File: src/rtl/ahb_pkg.sv
// Shared AHB encodings and arbiter state type for the multi-requester AHB master.
package ahb_pkg;

    typedef enum logic [1:0] {
        IDLE   = 2'b00,
        BUSY   = 2'b01,
        NONSEQ = 2'b10,
        SEQ    = 2'b11
    } htrans_t;

    typedef enum logic [1:0] {
        OKAY  = 2'b00,
        ERROR = 2'b01,
        RETRY = 2'b10,
        SPLIT = 2'b11
    } hresp_t;

    // Mirrors which of the address/data slots hold a transfer.
    typedef enum logic [2:0] {
        ST_IDLE       = 3'd0,
        ST_ADDR       = 3'd1,
        ST_DATA       = 3'd2,
        ST_ADDR_DATA  = 3'd3,
        ST_ERR_CANCEL = 3'd4
    } arb_state_t;

endpackage

File: src/rtl/rr_arbiter.sv
// Round-robin arbiter: grants the first request at or after the pointer and
// moves the pointer past the winner whenever the grant is consumed.
module rr_arbiter #(
    parameter int N   = 4,
    parameter int IDW = $clog2(N)
) (
    input  logic           clk_i,
    input  logic           rst_i,
    input  logic [N-1:0]   req_i,
    input  logic           advance_i,
    output logic [N-1:0]   grant_o,
    output logic [IDW-1:0] grant_id_o,
    output logic           any_o
);

    logic [IDW-1:0] ptr_q;

    always_comb begin
        any_o      = 1'b0;
        grant_id_o = '0;
        grant_o    = '0;
        for (int i = 0; i < N; i++) begin
            if (!any_o && req_i[(int'(ptr_q) + i) % N]) begin
                any_o      = 1'b1;
                grant_id_o = IDW'((int'(ptr_q) + i) % N);
            end
        end
        grant_o[grant_id_o] = any_o;
    end

    always_ff @(posedge clk_i or posedge rst_i) begin
        if (rst_i) begin
            ptr_q <= '0;
        end else if (advance_i && any_o) begin
            ptr_q <= (grant_id_o == IDW'(N - 1)) ? '0 : grant_id_o + 1'b1;
        end
    end

endmodule

File: src/rtl/ahb_master_arbiter.sv
// Shares one AHB master port among NUM_REQ valid/ready requesters using single
// NONSEQ transfers with overlapped address and data phases.
module ahb_master_arbiter
    import ahb_pkg::*;
#(
    parameter int ADDR_WIDTH = 32,
    parameter int DATA_WIDTH = 32,
    parameter int NUM_REQ    = 4
) (
    input  logic                          HCLK,
    input  logic                          HRESET,
    input  logic [NUM_REQ-1:0]            req_valid,
    input  logic [NUM_REQ-1:0]            req_write,
    input  logic [NUM_REQ*ADDR_WIDTH-1:0] req_addr,
    input  logic [NUM_REQ*DATA_WIDTH-1:0] req_wdata,
    output logic [NUM_REQ-1:0]            req_ready,
    output logic [NUM_REQ-1:0]            rsp_valid,
    output logic [DATA_WIDTH-1:0]         rsp_rdata,
    output logic                          rsp_err,
    output logic                          HSEL,
    output logic [ADDR_WIDTH-1:0]         HADDR,
    output logic [1:0]                    HTRANS,
    output logic                          HWRITE,
    output logic [DATA_WIDTH-1:0]         HWDATA,
    input  logic [DATA_WIDTH-1:0]         HRDATA,
    input  logic [1:0]                    HRESP,
    input  logic                          HREADY_OUT
);

    localparam int IDW = $clog2(NUM_REQ);

    arb_state_t            state_q, state_d;
    logic [IDW-1:0]        a_id_q, d_id_q;
    logic [ADDR_WIDTH-1:0] a_addr_q;
    logic                  a_write_q, d_write_q;
    logic [DATA_WIDTH-1:0] a_wdata_q, d_wdata_q;
    logic [NUM_REQ-1:0]    rsp_valid_q;
    logic [DATA_WIDTH-1:0] rsp_rdata_q;
    logic                  rsp_err_q;

    logic                  a_full, d_full, cancel, accept, complete, err1, resp_bad;
    logic                  adv_ok, load, any_req, a_full_d, d_full_d;
    logic [NUM_REQ-1:0]    grant, d_onehot;
    logic [IDW-1:0]        grant_id;

    assign a_full   = (state_q == ST_ADDR) || (state_q == ST_ADDR_DATA) || (state_q == ST_ERR_CANCEL);
    assign d_full   = (state_q == ST_DATA) || (state_q == ST_ADDR_DATA) || (state_q == ST_ERR_CANCEL);
    assign cancel   = (state_q == ST_ERR_CANCEL);
    assign resp_bad = (HRESP != OKAY);
    assign accept   = a_full && !cancel && HREADY_OUT;
    assign complete = d_full && HREADY_OUT;
    // First cycle of a two-cycle error response: the pending address must be withdrawn.
    assign err1     = d_full && !HREADY_OUT && resp_bad;
    assign adv_ok   = !HRESET && HREADY_OUT && (!a_full || accept) && !err1;
    assign load     = adv_ok && any_req;
    assign a_full_d = load || (a_full && !accept);
    assign d_full_d = accept || (d_full && !complete);

    rr_arbiter #(.N(NUM_REQ), .IDW(IDW)) u_rr (
        .clk_i      (HCLK),
        .rst_i      (HRESET),
        .req_i      (req_valid),
        .advance_i  (adv_ok),
        .grant_o    (grant),
        .grant_id_o (grant_id),
        .any_o      (any_req)
    );

    always_comb begin
        state_d = ST_IDLE;
        if (err1 && a_full) begin
            state_d = ST_ERR_CANCEL;
        end else begin
            case ({a_full_d, d_full_d})
                2'b10:   state_d = ST_ADDR;
                2'b01:   state_d = ST_DATA;
                2'b11:   state_d = ST_ADDR_DATA;
                default: state_d = ST_IDLE;
            endcase
        end
    end

    always_comb begin
        d_onehot         = '0;
        d_onehot[d_id_q] = 1'b1;
    end

    always_ff @(posedge HCLK or posedge HRESET) begin
        if (HRESET) begin
            state_q     <= ST_IDLE;
            a_id_q      <= '0;
            a_addr_q    <= '0;
            a_write_q   <= 1'b0;
            a_wdata_q   <= '0;
            d_id_q      <= '0;
            d_write_q   <= 1'b0;
            d_wdata_q   <= '0;
            rsp_valid_q <= '0;
            rsp_rdata_q <= '0;
            rsp_err_q   <= 1'b0;
        end else begin
            state_q <= state_d;
            if (load) begin
                a_id_q    <= grant_id;
                a_addr_q  <= req_addr[int'(grant_id)*ADDR_WIDTH +: ADDR_WIDTH];
                a_write_q <= req_write[grant_id];
                a_wdata_q <= req_wdata[int'(grant_id)*DATA_WIDTH +: DATA_WIDTH];
            end
            if (accept) begin
                d_id_q    <= a_id_q;
                d_write_q <= a_write_q;
                d_wdata_q <= a_wdata_q;
            end
            rsp_valid_q <= complete ? d_onehot : '0;
            rsp_rdata_q <= (complete && !d_write_q) ? HRDATA : '0;
            rsp_err_q   <= complete && resp_bad;
        end
    end

    assign req_ready = grant & {NUM_REQ{adv_ok}};
    assign HSEL      = a_full && !cancel;
    assign HTRANS    = (a_full && !cancel) ? NONSEQ : IDLE;
    assign HADDR     = a_addr_q;
    assign HWRITE    = a_write_q;
    assign HWDATA    = d_wdata_q;
    assign rsp_valid = rsp_valid_q;
    assign rsp_rdata = rsp_rdata_q;
    assign rsp_err   = rsp_err_q;

endmodule
File: config.mk
export PLATFORM = sky130hd
export DESIGN_NAME = ahb_master_arbiter
export DESIGN_NICKNAME = d
export VERILOG_FILES = /design/src/rtl/ahb_pkg.sv /design/src/rtl/rr_arbiter.sv /design/src/rtl/ahb_master_arbiter.sv
export SDC_FILE = /design/constraint.sdc
export NUM_CORES = 1
export LEC_CHECK = 0
export CAP_MARGIN = 0
export CORE_AREA = 2 2 159 161
export CTS_BUF_LIST = sky130_fd_sc_hd__clkbuf_2
export DETAILED_ROUTE_END_ITERATION = 12
export DIE_AREA = 0 0 161 163
export SLEW_MARGIN = 20
export SYNTH_ARGS = -nofsm -noshare
export SYNTH_HDL_FRONTEND = slang
export SYNTH_SLANG_ARGS = --single-unit
export TNS_END_PERCENT = 10
File: constraint.sdc
create_clock -name HCLK -period 12.6 [get_ports HCLK]
set_input_delay 1.26 -clock HCLK [delete_from_list [all_inputs] [get_ports HCLK]]
set_output_delay 1.26 -clock HCLK [all_outputs]
set_load 0.02 [all_outputs]
==> ci_impl_report.md <==
## Synthesis and layout report

| Metric | Value |
|---|---|
| Combinational Power Share | `a little under 50%` |
| Crit path max-delay family | `buffers and inverters` |
| Pre-Repair DR Iteration Count | `6` |
| Clk Latency, worst-skew pair | `700 ps` |
| Yosys xor share | `0%` |
| # rows | `roughly 58` |
| Post-synth seq share | `49.5%` |
| Wirelength per Cell | `just over 20 um` |
| GR Util met3 | `approximately 6.7%` |
| GRT Residual Overflow | `0` |
| CTS tree | `built` |
| Status | `finished clean` |
| Clock share of power | `14.7%` |
| Yosys stat cell total | `roughly 730` |
| Final std cell area, no fill | `11800 um2` |
| Worst VDD drop | `~0.061 mV` |
| Leak pwr | `4.55 nW` |
| Minimum clock period after layout | `6180 ps` |
| Critical-path top delay cell | `or3_4` |
| Setup Buffers After CTS | `0` |
| Wire length on met1 | `11.6 mm` |
| GR Util met1 | `24.8%` |
| WHS | `472 ps` |
| Post-route setup TNS | `0 ps` |
| Mux area share | `5.55%` |
| WS Path Type | `input pin to output pin` |
| Post-placement setup slack | `about 6400 ps` |
| Final Power | `1.98 mW` |
| Worst reg2reg setup slack | `9170 ps` |
| Reg clk slew, reported paths | `between 200 and 300 ps` |
| CTS buffer count | `17` |
| Area growth syn-to-layout | `62.2%` |
| Switching part of the total | `roughly 41%` |
| Die ar. | `~26000 um2` |
| Via total after detailed routing | `7287` |
| FF/Latch Area | `3600 um2` |
| Endpoints failing setup | `0` |
| Reg power frac | `36.5%` |
| Die width | `161 um` |
| Hold_sp | `d_id_q[0]$_DFFE_PP0P_` |
| DR iter-0 viols | `333` |
| Post-synthesis cell area | `7280 um2` |
| GP Congestion | `0.837` |
| Metal2 WL | `14.6 mm` |
| Data arrival, critical path | `~4900 ps` |
| Clk buf depth | `2` |
| Initial antenna violation count | `1` |
| FA/HA/MAJ Cells, Area Fraction | `less than 1%` |
| WL met3 | `2.37 mm` |
| Syn nets | `1039` |
| Hold buffer count at cts | `0` |
| Placed Cells | `approximately 1400` |
| Post-DP HPWL | `between 20 and 25 mm` |
| Max stage delay on crit path | `740 ps` |
| Comb area leader | `simple AND/OR/NAND/NOR gates` |
| First-pass GRT wire length | `43.8 mm` |
| Reg-to-Reg End | `HADDR[2]$_DFFE_PP0P_` |
| Nets@finish | `1404` |
| Post-CTS sizing | `0` |
| Vias per cell | `~5.0` |
| Max-capacitance violation count | `0` |
| RR Startpoint | `u_rr.ptr_q[1]$_DFFE_PP0P_` |
| Crit path required time | `11340 ps` |
| Average size of a mapped cell | `around 10 um2` |
| Most used cell, CP | `clkdlybuf4s50_1` |
| Crit. End Element | `output pin` |
| Worst-Margin Slew | `969 ps` |
| Gr usage total | `21.9%` |
| Critical path launch point | `req_valid[2]` |
| Fp_density | `29.5%` |
| Fmax | `0.162 GHz` |
| IO Pins | `410` |
| Chip Area, Yosys | `7280 um2` |
| Die Y-Extent | `163 um` |
| Drt drc | `0` |
| Fill count | `2416` |
| Final Cycle Share | `~49%` |
| Detail Route Antenna Nets | `0` |
| Vias in the first global route | `7558` |
| DR top layer | `met4` |
## synthesized netlist by cell type
library cell | instances | area, um2
buf_4 | 4 | 30.0
a21o_1 | 1 | 7.51
and2_1 | 36 | 225
nor4b_1 | 65 | 569
conb_1 | 1 | 3.75
nor3b_1 | 1 | 7.51
o21ai_1 | 1 | 5.00
mux2i_1 | 1 | 10.0
o31ai_1 | 1 | 7.51
nand2_1 | 138 | 518
a22oi_1 | 1 | 7.51
o21ai_0 | 4 | 20.0
nor2b_1 | 3 | 18.8
or3_1 | 1 | 6.26
nor4_4 | 1 | 21.3
inv_2 | 2 | 7.51
and3_1 | 1 | 6.26
mux2_2 | 35 | 394
nor4_1 | 1 | 6.26
nor2_1 | 71 | 267
or2_2 | 1 | 6.26
ha_1 | 4 | 50.1
nor3_1 | 2 | 10.0
dfrtp_1 | 144 | 3600
a311oi_1 | 66 | 578
inv_1 | 4 | 15.0
or4_1 | 1 | 7.51
a21oi_1 | 5 | 25.0
buf_2 | 24 | 120
nand2b_1 | 2 | 12.5
nor3b_2 | 1 | 12.5
clkbuf_1 | 39 | 146
buf_1 | 1 | 3.75
buf_6 | 5 | 56.3
a211oi_1 | 65 | 488
nor2_2 | 1 | 6.26
## cell type report
class	instances	share of cell area (%)
multi-input cells	511	28.3
clock inverters	13	1.29
flip-flops and latches	144	30.5
repair buffers	419	35.3
inverters	6	0.233
diodes	2	0.0424
well taps	330	3.50
clock buffers	19	0.805
## power groups by stage
stage          clock network, mW  logic (mW)  registers [mW]
6_report                   0.291       0.966           0.723
3_3_place_gp                   0       0.973           0.729
3_5_place_dp                   0       0.978           0.735
4_1_cts                    0.306       0.981           0.724
5_1_grt                    0.324        1.04           0.746
2_1_floorplan                  0       0.398           0.850
## worst min path at each step
stage / end / slack [ps] / depth (start not counted)
floorplan: rsp_valid[2]$_DFF_PP0_ / 440 / 1
global placement: a_id_q[1]$_DFFE_PP0P_ / 460 / 1
detailed placement: a_id_q[1]$_DFFE_PP0P_ / 460 / 1
CTS: rsp_valid[2]$_DFF_PP0_ / 480 / 1
global route: rsp_valid[2]$_DFF_PP0_ / 500 / 1
finish: rsp_valid[2]$_DFF_PP0_ / 470 / 1
## worst register-to-register path, cell delays in order (launching register included)
cell and delay (ps):
dfrtp_1 490, mux2i_1 180, nor2_4 640, or3_4 740, buf_4 740, a211oi_1 330
a311oi_1 230
## cell usage in the layout, fill, tap and decap left out, types with 2 or more instances in the layout
cell	n
clkdlybuf4s50_1	408
dfrtp_1	144
nand2_1	137
nor2_1	69
a311oi_1	66
nor4b_1	65
a211oi_1	65
and2_1	36
mux2_2	35
clkbuf_2	19
buf_4	11
inv_6	6
clkinvlp_4	5
a21oi_1	4
o21ai_0	4
ha_1	4
nor2_4	3
inv_1	3
nor2b_1	3
diode_2	2
nand2b_1	2
inv_2	2
nor3_1	2
bufinv_16	2
## kinds of logic after synthesis
| logic type | count (synthesis) |
|---|---|
| buffers and inverters | 79 |
| muxes | 36 |
| adders and majority gates | 4 |
| other | 1 |
| DFF | 144 |
| and+or+nand+nor | 326 |
| AOI/OAI and AO/OA | 144 |
Figure 1. Cell classes on the final placement.
Scale: 2 px per um.
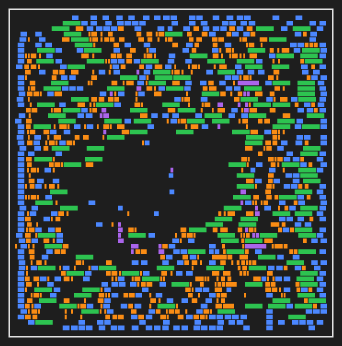
Green stands for flops, cells 144, share of their area 32%. Blue stands for other buffers and delay cells, cells 419, share of their area 37%. Orange stands for all other logic, cells 517, share of their area 30%. Purple stands for clock drivers and dummy loads, cells 32, share of their area 2.2%.

Figure 2. Placed standard cells.
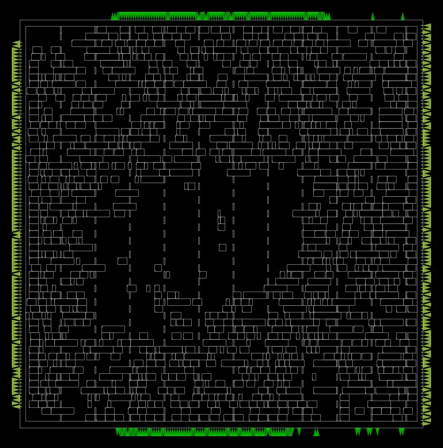
Flops: 144
CORE AREA: 24700 um2
final core utilization: 47.9%

Figure 3. Local utilization.
Scale: 2 px per um. 16 x 16 tiles, from dark blue (low) to red (high), 0 to 100% covered.
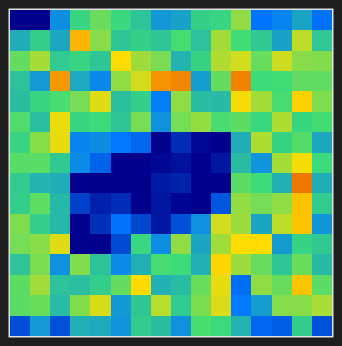
The fullest tile reaches 87%. 8.2% of the tiles are nearly empty. The emptiest ninth of the die: middle.

Figure 4. M1 wires.
Scale: 3 px per um. Supply wires on this layer in gray. Cells faint in the background.
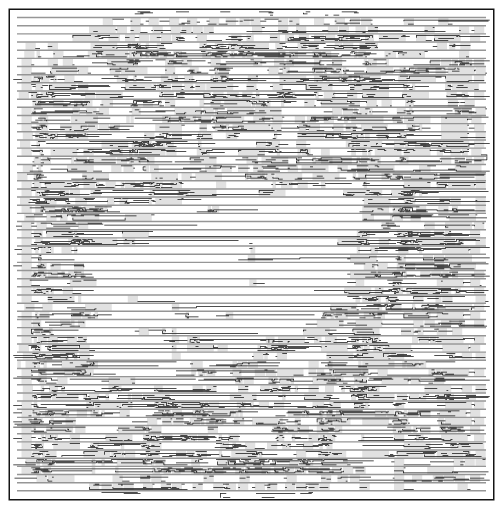
The longest straight run is 73.1 um. 1199 nets have wire on it.

Power and IR drop assume default switching activity.
